**Run 1: routing congestion**

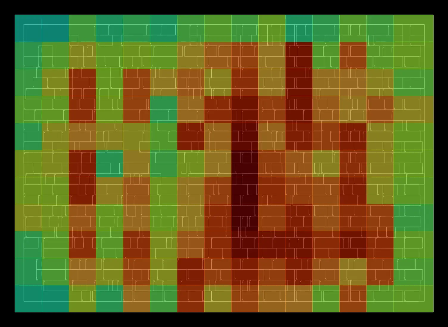
**Run 1: signal wires on met1**

Supply wires on this layer in gray. Cells faint in the background.
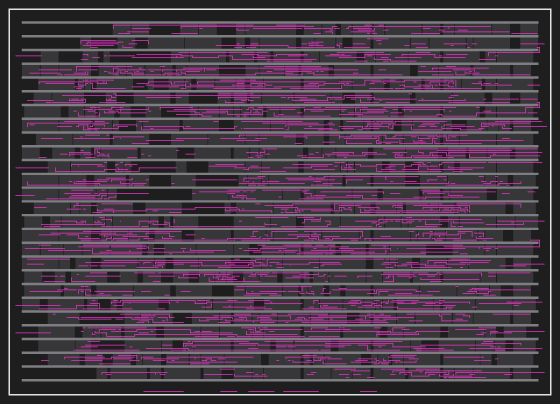
**Run 1: sequential cells grouped by signal name**

Other sequential cells in the stronger gray, the rest of the logic in the fainter gray.
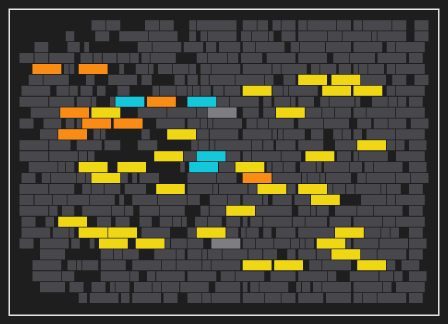
--- src/rtl/mem_rmw_port_pkg.sv ---
// Shared types and helpers for the mem_rmw_port RAM front end.
// Holds the FSM state encoding and the per-byte merge used by read-modify-write.
package mem_rmw_port_pkg;

  localparam int BYTE_W = 8;

  typedef enum logic [1:0] {
    ST_IDLE = 2'd0,
    ST_RD   = 2'd1,
    ST_WACK = 2'd2,
    ST_RMW  = 2'd3
  } state_e;

  // One byte lane of the RMW merge: the enabled lane takes the new data.
  function automatic logic [BYTE_W-1:0] merge(input logic [BYTE_W-1:0] old_byte,
                                              input logic [BYTE_W-1:0] new_byte,
                                              input logic              be);
    logic [BYTE_W-1:0] res;
    if (be) begin
      res = new_byte;
    end else begin
      res = old_byte;
    end
    return res;
  endfunction

endpackage

--- src/rtl/mem_rmw_port_if.sv ---
// CPU-side request/response channel of mem_rmw_port.
// The master issues word requests; the slave returns valid-only responses.
interface mem_rmw_port_if #(
  parameter int DWIDTH = 32,
  parameter int AWIDTH = 8
);
  localparam int BWIDTH = DWIDTH / 8;

  logic              req_valid;
  logic              req_ready;
  logic              req_we;
  logic [AWIDTH-1:0] req_addr;
  logic [DWIDTH-1:0] req_wdata;
  logic [BWIDTH-1:0] req_be;
  logic              rsp_valid;
  logic [DWIDTH-1:0] rsp_rdata;

  modport master (
    output req_valid, req_we, req_addr, req_wdata, req_be,
    input  req_ready, rsp_valid, rsp_rdata
  );

  modport slave (
    input  req_valid, req_we, req_addr, req_wdata, req_be,
    output req_ready, rsp_valid, rsp_rdata
  );

endinterface

--- src/rtl/mem_rmw_port_byte_merge.sv ---
// Combinational byte-lane merge for the RMW write-back word:
// each lane takes new data where its enable is set, else keeps the RAM data.
module mem_rmw_port_byte_merge
  import mem_rmw_port_pkg::*;
#(
  parameter int DWIDTH = 32
) (
  input  logic [DWIDTH-1:0]        i_old,
  input  logic [DWIDTH-1:0]        i_new,
  input  logic [DWIDTH/BYTE_W-1:0] i_be,
  output logic [DWIDTH-1:0]        o_data
);
  localparam int BWIDTH = DWIDTH / BYTE_W;

  always_comb begin
    o_data = '0;
    for (int i = 0; i < BWIDTH; i++) begin
      o_data[BYTE_W*i +: BYTE_W] = merge(i_old[BYTE_W*i +: BYTE_W],
                                         i_new[BYTE_W*i +: BYTE_W],
                                         i_be[i]);
    end
  end

endmodule

--- src/rtl/mem_rmw_port.sv ---
// One-port front end for the whole-word synchronous RAM: turns byte-enabled
// CPU requests into RAM cycles, using read-modify-write for partial writes.
module mem_rmw_port
  import mem_rmw_port_pkg::*;
#(
  parameter int DWIDTH = 32,
  parameter int AWIDTH = 8
) (
  input  logic              i_clk,
  input  logic              i_reset_n,
  mem_rmw_port_if.slave     bus,
  output logic [AWIDTH-1:0] o_ram_addr,
  output logic [DWIDTH-1:0] o_ram_wdata,
  output logic              o_ram_we,
  input  logic [DWIDTH-1:0] i_ram_rdata
);
  localparam int BWIDTH = DWIDTH / BYTE_W;

  state_e            r_state;
  logic [AWIDTH-1:0] r_addr;
  logic [DWIDTH-1:0] r_wdata;
  logic [BWIDTH-1:0] r_be;

  state_e            w_state_nxt;
  logic              w_latch;
  logic              w_accept;
  logic [DWIDTH-1:0] w_merged;

  // Reset gates the handshake so nothing is accepted while reset_n is low.
  assign bus.req_ready = i_reset_n & (r_state != ST_RMW);
  assign w_accept      = bus.req_valid & bus.req_ready;

  mem_rmw_port_byte_merge #(.DWIDTH(DWIDTH)) u_merge (
    .i_old  (i_ram_rdata),
    .i_new  (r_wdata),
    .i_be   (r_be),
    .o_data (w_merged)
  );

  always_ff @(posedge i_clk) begin
    if (!i_reset_n) begin
      r_state <= ST_IDLE;
      r_addr  <= '0;
      r_wdata <= '0;
      r_be    <= '0;
    end else begin
      r_state <= w_state_nxt;
      if (w_latch) begin
        r_addr  <= bus.req_addr;
        r_wdata <= bus.req_wdata;
        r_be    <= bus.req_be;
      end
    end
  end

  always_comb begin
    w_state_nxt   = ST_IDLE;
    w_latch       = 1'b0;
    o_ram_addr    = '0;
    o_ram_wdata   = '0;
    o_ram_we      = 1'b0;
    bus.rsp_valid = 1'b0;
    bus.rsp_rdata = '0;

    case (r_state)
      ST_RD: begin
        bus.rsp_valid = 1'b1;
        bus.rsp_rdata = i_ram_rdata;
      end
      ST_WACK: begin
        bus.rsp_valid = 1'b1;
      end
      default: begin
        bus.rsp_valid = 1'b0;
      end
    endcase

    if (r_state == ST_RMW) begin
      // Write-back commits only if reset is not pulling the operation down.
      o_ram_addr  = r_addr;
      o_ram_wdata = w_merged;
      o_ram_we    = i_reset_n;
      w_state_nxt = ST_WACK;
    end else if (w_accept) begin
      o_ram_addr = bus.req_addr;
      if (!bus.req_we) begin
        w_state_nxt = ST_RD;
      end else if (&bus.req_be) begin
        o_ram_we    = 1'b1;
        o_ram_wdata = bus.req_wdata;
        w_state_nxt = ST_WACK;
      end else if (bus.req_be == '0) begin
        w_state_nxt = ST_WACK;
      end else begin
        w_latch     = 1'b1;
        w_state_nxt = ST_RMW;
      end
    end else begin
      w_state_nxt = ST_IDLE;
    end
  end

endmodule
--- src/flat_wrapper.sv ---
// flat-port wrapper written by rule: the top's interface ports become plain ports
module mem_rmw_port_flat import mem_rmw_port_pkg::*;
#(
  parameter int DWIDTH = 32,
  parameter int AWIDTH = 8
)
  (i_clk, i_reset_n, o_ram_addr, o_ram_wdata, o_ram_we, i_ram_rdata, bus_req_valid, bus_req_we, bus_req_addr, bus_req_wdata, bus_req_be, bus_req_ready, bus_rsp_valid, bus_rsp_rdata);
  mem_rmw_port_if #(.DWIDTH(DWIDTH), .AWIDTH(AWIDTH)) bus_i ();
  input  logic i_clk;
  input  logic i_reset_n;
  output logic [AWIDTH-1:0] o_ram_addr;
  output logic [DWIDTH-1:0] o_ram_wdata;
  output logic o_ram_we;
  input  logic [DWIDTH-1:0] i_ram_rdata;
  input wire logic [$bits(bus_i.req_valid)-1:0] bus_req_valid;
  input wire logic [$bits(bus_i.req_we)-1:0] bus_req_we;
  input wire logic [$bits(bus_i.req_addr)-1:0] bus_req_addr;
  input wire logic [$bits(bus_i.req_wdata)-1:0] bus_req_wdata;
  input wire logic [$bits(bus_i.req_be)-1:0] bus_req_be;
  output wire logic [$bits(bus_i.req_ready)-1:0] bus_req_ready;
  output wire logic [$bits(bus_i.rsp_valid)-1:0] bus_rsp_valid;
  output wire logic [$bits(bus_i.rsp_rdata)-1:0] bus_rsp_rdata;
  assign bus_i.req_valid = bus_req_valid;
  assign bus_i.req_we = bus_req_we;
  assign bus_i.req_addr = bus_req_addr;
  assign bus_i.req_wdata = bus_req_wdata;
  assign bus_i.req_be = bus_req_be;
  assign bus_req_ready = bus_i.req_ready;
  assign bus_rsp_valid = bus_i.rsp_valid;
  assign bus_rsp_rdata = bus_i.rsp_rdata;
  mem_rmw_port #(.DWIDTH(DWIDTH), .AWIDTH(AWIDTH)) u_core (.i_clk(i_clk), .i_reset_n(i_reset_n), .bus(bus_i), .o_ram_addr(o_ram_addr), .o_ram_wdata(o_ram_wdata), .o_ram_we(o_ram_we), .i_ram_rdata(i_ram_rdata));
endmodule
--- config.mk ---
export PLATFORM = sky130hd
export DESIGN_NAME = mem_rmw_port_flat
export DESIGN_NICKNAME = d
export VERILOG_FILES = /design/src/rtl/mem_rmw_port_pkg.sv /design/src/rtl/mem_rmw_port_if.sv /design/src/rtl/mem_rmw_port_byte_merge.sv /design/src/rtl/mem_rmw_port.sv /design/src/flat_wrapper.sv
export SDC_FILE = /design/constraint.sdc
export NUM_CORES = 1
export LEC_CHECK = 0
export CAP_MARGIN = 15
export CORE_ASPECT_RATIO = 0.7
export CORE_MARGIN = 2
export CORE_UTILIZATION = 40
export CTS_CLUSTER_DIAMETER = 150
export DETAILED_ROUTE_END_ITERATION = 16
export GPL_TIMING_DRIVEN = 1
export HOLD_SLACK_MARGIN = 0.05
export PLACE_DENSITY = 0.81
export SYNTH_ARGS = -nofsm -noshare
export SYNTH_HDL_FRONTEND = slang
export SYNTH_SLANG_ARGS = --single-unit
--- constraint.sdc ---
create_clock -name i_clk -period 2.8 [get_ports i_clk]
set_clock_uncertainty 0.1 [all_clocks]
set_input_delay 0.84 -clock i_clk [delete_from_list [all_inputs] [get_ports i_clk]]
set_output_delay 0.84 -clock i_clk [all_outputs]
set_load 0.05 [all_outputs]
==> run_results.csv, run 1 <==
group,metric,value,unit
placement,port_buffers,154,
pwr,p_switching,0.000593,W
outcome,violations,"negative setup slack",
placement,dp_hpwl,7920,um
placement,dp.cells,567,
finish,fin_cells,588,
min_path,whs_path_depth,2,
die,die_height,75.9,um
clock_tree,ctsResizeCount,42,
global_routing,grt_pass1_wl,20400,um
die,die_area,8100,um2
finish,clock_cell_area_share,0.0181,
route,num_vias,3559,
finish,final_nets,571,
pwr,power.density,309,nW/um2
global_routing,use_met3,0.0783,
logic_synthesis,ys_sh_adder,0.00847,
logic_synthesis,synth.area.mux_share,0.122,
pwr,leakagePower,2.62,nW
route,routed-wl-met3,1220,um
worst_setup_path,worst-path-buf-inv,4,
route,postRouteAntennaNets,0,
logic_synthesis,synth-edff-count,0,
outcome,status,"finished, violations left",
logic_synthesis,xor_share,0,
finish,buf_share,0.443,
timing,setup_ws,-169,ps
logic_synthesis,avgSynthCellArea,8.71,um2
route,drt-initial-drc-count,244,
finish,seq_share,0.151,
pwr,p_total,0.00188,W
global_routing,grt_pass1_vias,3728,
clock_tree,clk_latency,300,ps
global_routing,use_met1,0.382,
die,core.rowCount,26,
pwr,combPwrFrac,0.361,
finish,largestClassByArea,"non-clock buffers",
finish,lay_top_count,"buf_12",
worst_setup_path,crit_type,"in2out",
worst_setup_path,critPathSlowestCell,"and4b_2",
timing,min_period,2970,ps
die,tapCellCount,98,
logic_synthesis,syn-instance-count,339,
timing,slew_headroom,0.637,
die,die_w,107,um
min_path,min-delay-start,"u_core.r_wdata[0]",
route,postRouteWirelength,13600,um
worst_setup_path,crit_top_cell,"buf_12",
worst_setup_path,max_stage_delay,260,ps
global_routing,busiest_layer,"met2",
logic_synthesis,floorplan.nets,421,
logic_synthesis,simple_gate_area_frac,0.235,
finish,num-nonclk-inverters,2,
worst_setup_path,setup.worst_path.start_class,"input port",
placement,place_congestion,0.786,
die,fp_util,0.409,
run,drv_cap,0,
clock_tree,clockBufferDepth,2,
clock_tree,cts_buffers,5,
timing,rsz0062_at_grt,"yes",
worst_setup_path,crit_required,1860,ps
timing,setup_viol,41,
finish,antenna-diode-count,0,
clock_tree,cts_sinks,46,
worst_setup_path,path_delay_family,"buffers and inverters",
route,dr.max_layer_used,"met4",
clock_tree,h-tree-depth,2,
timing,fmax,0.337,GHz
route,routed_via_density,6.05,
route,wl_per_cell,23.2,um
route,wl_met1,5270,um
worst_setup_path,crit_end,"o_ram_wdata[6]",
die,coreArea,7220,um2
finish,ff_count,46,
clock_tree,ctsRootBufferMaster,"clkbuf_8",
pwr,top_power_group,"registers",
finish,comb_share,0.366,
logic_synthesis,top_area_frac,0.312,
logic_synthesis,ff_type,"dfxtp_1",
worst_setup_path,r2r-start,"u_core.r_state[0]",
finish,layout-drive-gt1-share,0.490,
worst_setup_path,startpoint,"i_reset_n",
logic_synthesis,ys_top_logic_family,"AND-OR/OR-AND gates",
worst_setup_path,worstPathArrival,2030,ps
placement,placed_area,5620,um2
pwr,clkPwrFrac,0.254,
## Picture notes: 'routing congestion'
global routing usage on met2: 0.541
GR Util All Layers: 0.316

## Picture notes: 'signal wires on met1'
wire length on this layer: 5,270 um
longest straight run: 41.4 um
share of all routed wire: 39%

## Picture notes: 'sequential cells grouped by signal name'
legend:
  u_core.r_wdata:
    color: yellow
    sequential_cells: 32
  u_core.r_addr:
    color: orange
    sequential_cells: 8
  u_core.r_be:
    color: cyan
    sequential_cells: 4
    where: center
Storage cell area: 921 um2
Final Util: 0.843
Seq group: 0.000725 W

==> run 1 -> run 2 <==
Settings changed: TNS_END_PERCENT from default to 10.
**Run 2: signal wires on met1**

Supply wires on this layer in gray. Cells faint in the background.
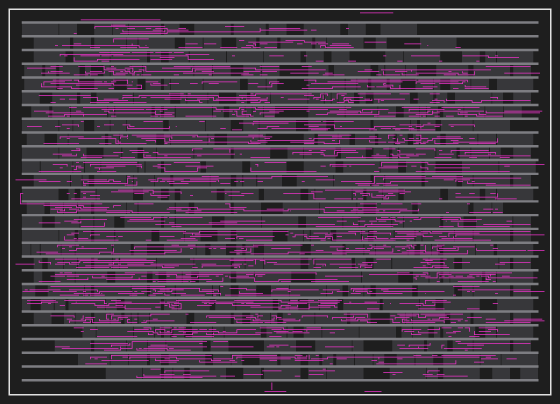
routed wire length: 12,200 um
GR Util met1: 0.362

**Run 2: routing congestion**

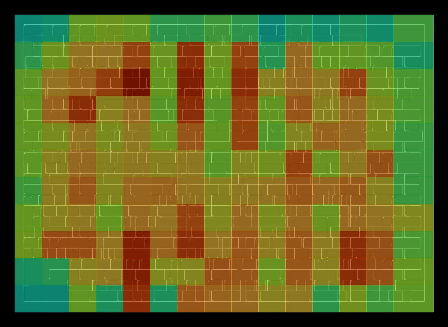
Final Util: 0.827
most used routing layer: met2
global routing usage on met2: 0.496

==> run 2 against run 1 <==
The flow still finishes with violations (negative setup slack). Clock power shrank 19%. Highest routed layer unchanged. Power fell by 6.6%. Synthesized area is the same. Non-clock buffer count decreased by 1. Largest power group unchanged. Global-route usage is 3.0 points lower. Sequential cell count stayed put. Critical path type unchanged. Critical endpoint is now o_ram_wdata[15]. Fmax decreased by 0.62%. Sequential power down 0.6%. Final cell count shrank 0.51%.
==> run_results.csv, run 2 <==
group,metric,value,unit
pwr,top_power_group,"registers",
finish,regArea,921,um2
timing,rsz0062_at_grt,"yes",
outcome,status,"finished, violations left",
clock_tree,ctsResizeCount,34,
logic_synthesis,simple_gate_area_frac,0.235,
timing,fmax,0.335,GHz
worst_setup_path,crit_type,"in2out",
finish,antenna-diode-count,0,
clock_tree,cts_buffers,5,
finish,largestClassByArea,"non-clock buffers",
pwr,leakagePower,2.43,nW
pwr,clkPwrFrac,0.220,
logic_synthesis,ys_sh_adder,0.00847,
worst_setup_path,startpoint,"bus_req_we",
outcome,violations,"negative setup slack",
timing,setup_viol,41,
die,die_height,75.9,um
global_routing,grt_use_total,0.286,
worst_setup_path,path_delay_family,"buffers and inverters",
finish,clock_cell_area_share,0.0128,
timing,slew_headroom,0.628,
placement,dp_hpwl,8110,um
finish,ff_count,46,
worst_setup_path,worstPathArrival,2050,ps
logic_synthesis,floorplan.nets,421,
route,num_vias,3454,
logic_synthesis,top_area_frac,0.312,
route,wl_met1,4890,um
placement,place_congestion,0.805,
worst_setup_path,max_stage_delay,260,ps
pwr,combPwrFrac,0.369,
finish,final_nets,569,
finish,lay_top_count,"buf_12",
logic_synthesis,ys_top_logic_family,"AND-OR/OR-AND gates",
worst_setup_path,crit_required,1860,ps
finish,num-nonclk-inverters,2,
timing,setup_ws,-187,ps
route,dr.max_layer_used,"met4",
timing,min_period,2990,ps
finish,fin_cells,585,
finish,layout-drive-gt1-share,0.485,
**Run 2: sequential cells grouped by signal name**

Other sequential cells in the stronger gray, the rest of the logic in the fainter gray.
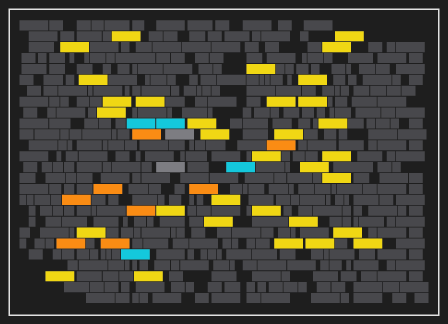
Seq group: 0.000721 W
sequential share of cell area: 0.154

==> run 2 -> run 3 <==
Settings changed: PLACE_DENSITY 0.81 to default, PLACE_DENSITY_LB_ADDON from default to 0.25, SLEW_MARGIN from default to 20.
**Run 3: M2 wires**

Cells faint in the background.
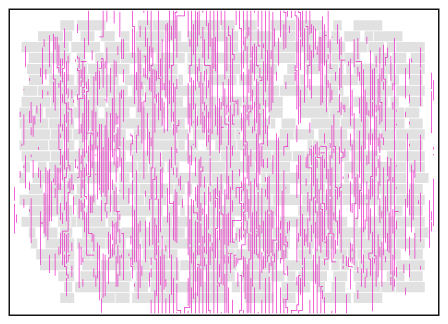
wire length on this layer: 6,100 um
longest straight run: 59.2 um
main direction: vertical
share of all routed wire: 51%
nets with wire on the layer: 536
total number of vias: 3,385
global routing usage on met2: 0.496
routed wire length: 12,000 um

**Run 3: routing congestion**

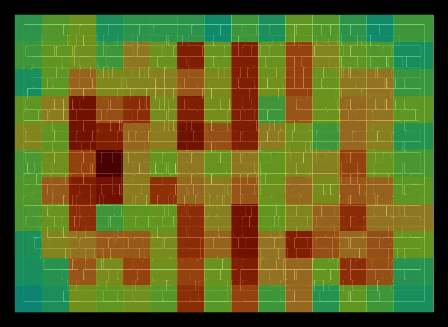
WL/cell: 20.4 um
grt met3 use: 0.0585

==> run 3 against run 2 <==
The flow still finishes with violations (negative setup slack). Via count fell by 2.0%. Die area did not move. First-iteration DRC count fell by 23%. Synthesized area is the same. Non-clock buffer count unchanged. Combinational power barely moved. Fmax rose by 1.1%. Global-route usage increased by 0.66 points. Largest cell class unchanged. Largest power group unchanged.
==> run_results.csv, run 3 <==
group,metric,value,unit
clock_tree,clockBufferDepth,2,
run,drv_cap,0,
logic_synthesis,syn-instance-count,339,
worst_setup_path,crit_type,"in2out",
placement,placed_area,5650,um2
logic_synthesis,top_area_frac,0.312,
die,die_area,8100,um2
worst_setup_path,worst-path-buf-inv,4,
worst_setup_path,critPathSlowestCell,"a22o_4",
pwr,clkPwrFrac,0.311,
finish,comb_share,0.367,
finish,clock_cell_area_share,0.0237,
logic_synthesis,synth-edff-count,0,
finish,largestClassByArea,"non-clock buffers",
die,core.rowCount,26,
pwr,combPwrFrac,0.325,
outcome,status,"finished, violations left",
worst_setup_path,crit_required,1860,ps
clock_tree,cts_sinks,46,
finish,ff_count,46,
placement,dp_hpwl,8020,um
logic_synthesis,ys_top_logic_family,"AND-OR/OR-AND gates",
timing,setup_ws,-155,ps
global_routing,busiest_layer,"met2",
finish,final_core_util,0.832,
route,drt-initial-drc-count,174,
outcome,violations,"negative setup slack",
timing,min_period,2960,ps
placement,dp.cells,569,
clock_tree,ctsRootBufferMaster,"clkbuf_8",
worst_setup_path,r2r-start,"u_core.r_state[0]",
route,routed-wl-met3,726,um
route,postRouteAntennaNets,0,
die,die_height,75.9,um
worst_setup_path,startpoint,"bus_req_we",
placement,place_congestion,0.771,
die,fp_util,0.409,
pwr,power.density,330,nW/um2
global_routing,grt_use_total,0.293,
pwr,top_power_group,"registers",
logic_synthesis,simple_gate_area_frac,0.235,
worst_setup_path,crit_end,"o_ram_wdata[24]",
timing,fmax,0.338,GHz
clock_tree,clk_latency,300,ps
logic_synthesis,avgSynthCellArea,8.71,um2
min_path,min-delay-start,"u_core.r_wdata[10]",
logic_synthesis,synth.area.mux_share,0.122,
global_routing,use_met1,0.374,
timing,setup_viol,41,
pwr,p_total,0.00199,W
min_path,whs_path_depth,2,
global_routing,grt_pass1_wl,19000,um
global_routing,grt_pass1_vias,3531,
pwr,leakagePower,2.46,nW
clock_tree,ctsResizeCount,37,
die,die_w,107,um
clock_tree,h-tree-depth,2,
die,tapCellCount,98,
route,routed_via_density,5.78,
timing,slew_headroom,0.631,
route,dr.max_layer_used,"met4",
**Run 3: I/O nets highlighted**

Scale bar: 20 um.
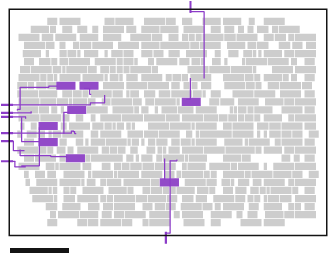
legend:
  o_ram_addr:
    color: purple
    bits: 8
    direction: output
    end_cells: 8
    buffers: 8
    wire: 243 um
Top Ports: 155
# port buffers: 154

No activity file was given, so power comes from the tool's default toggle rates.
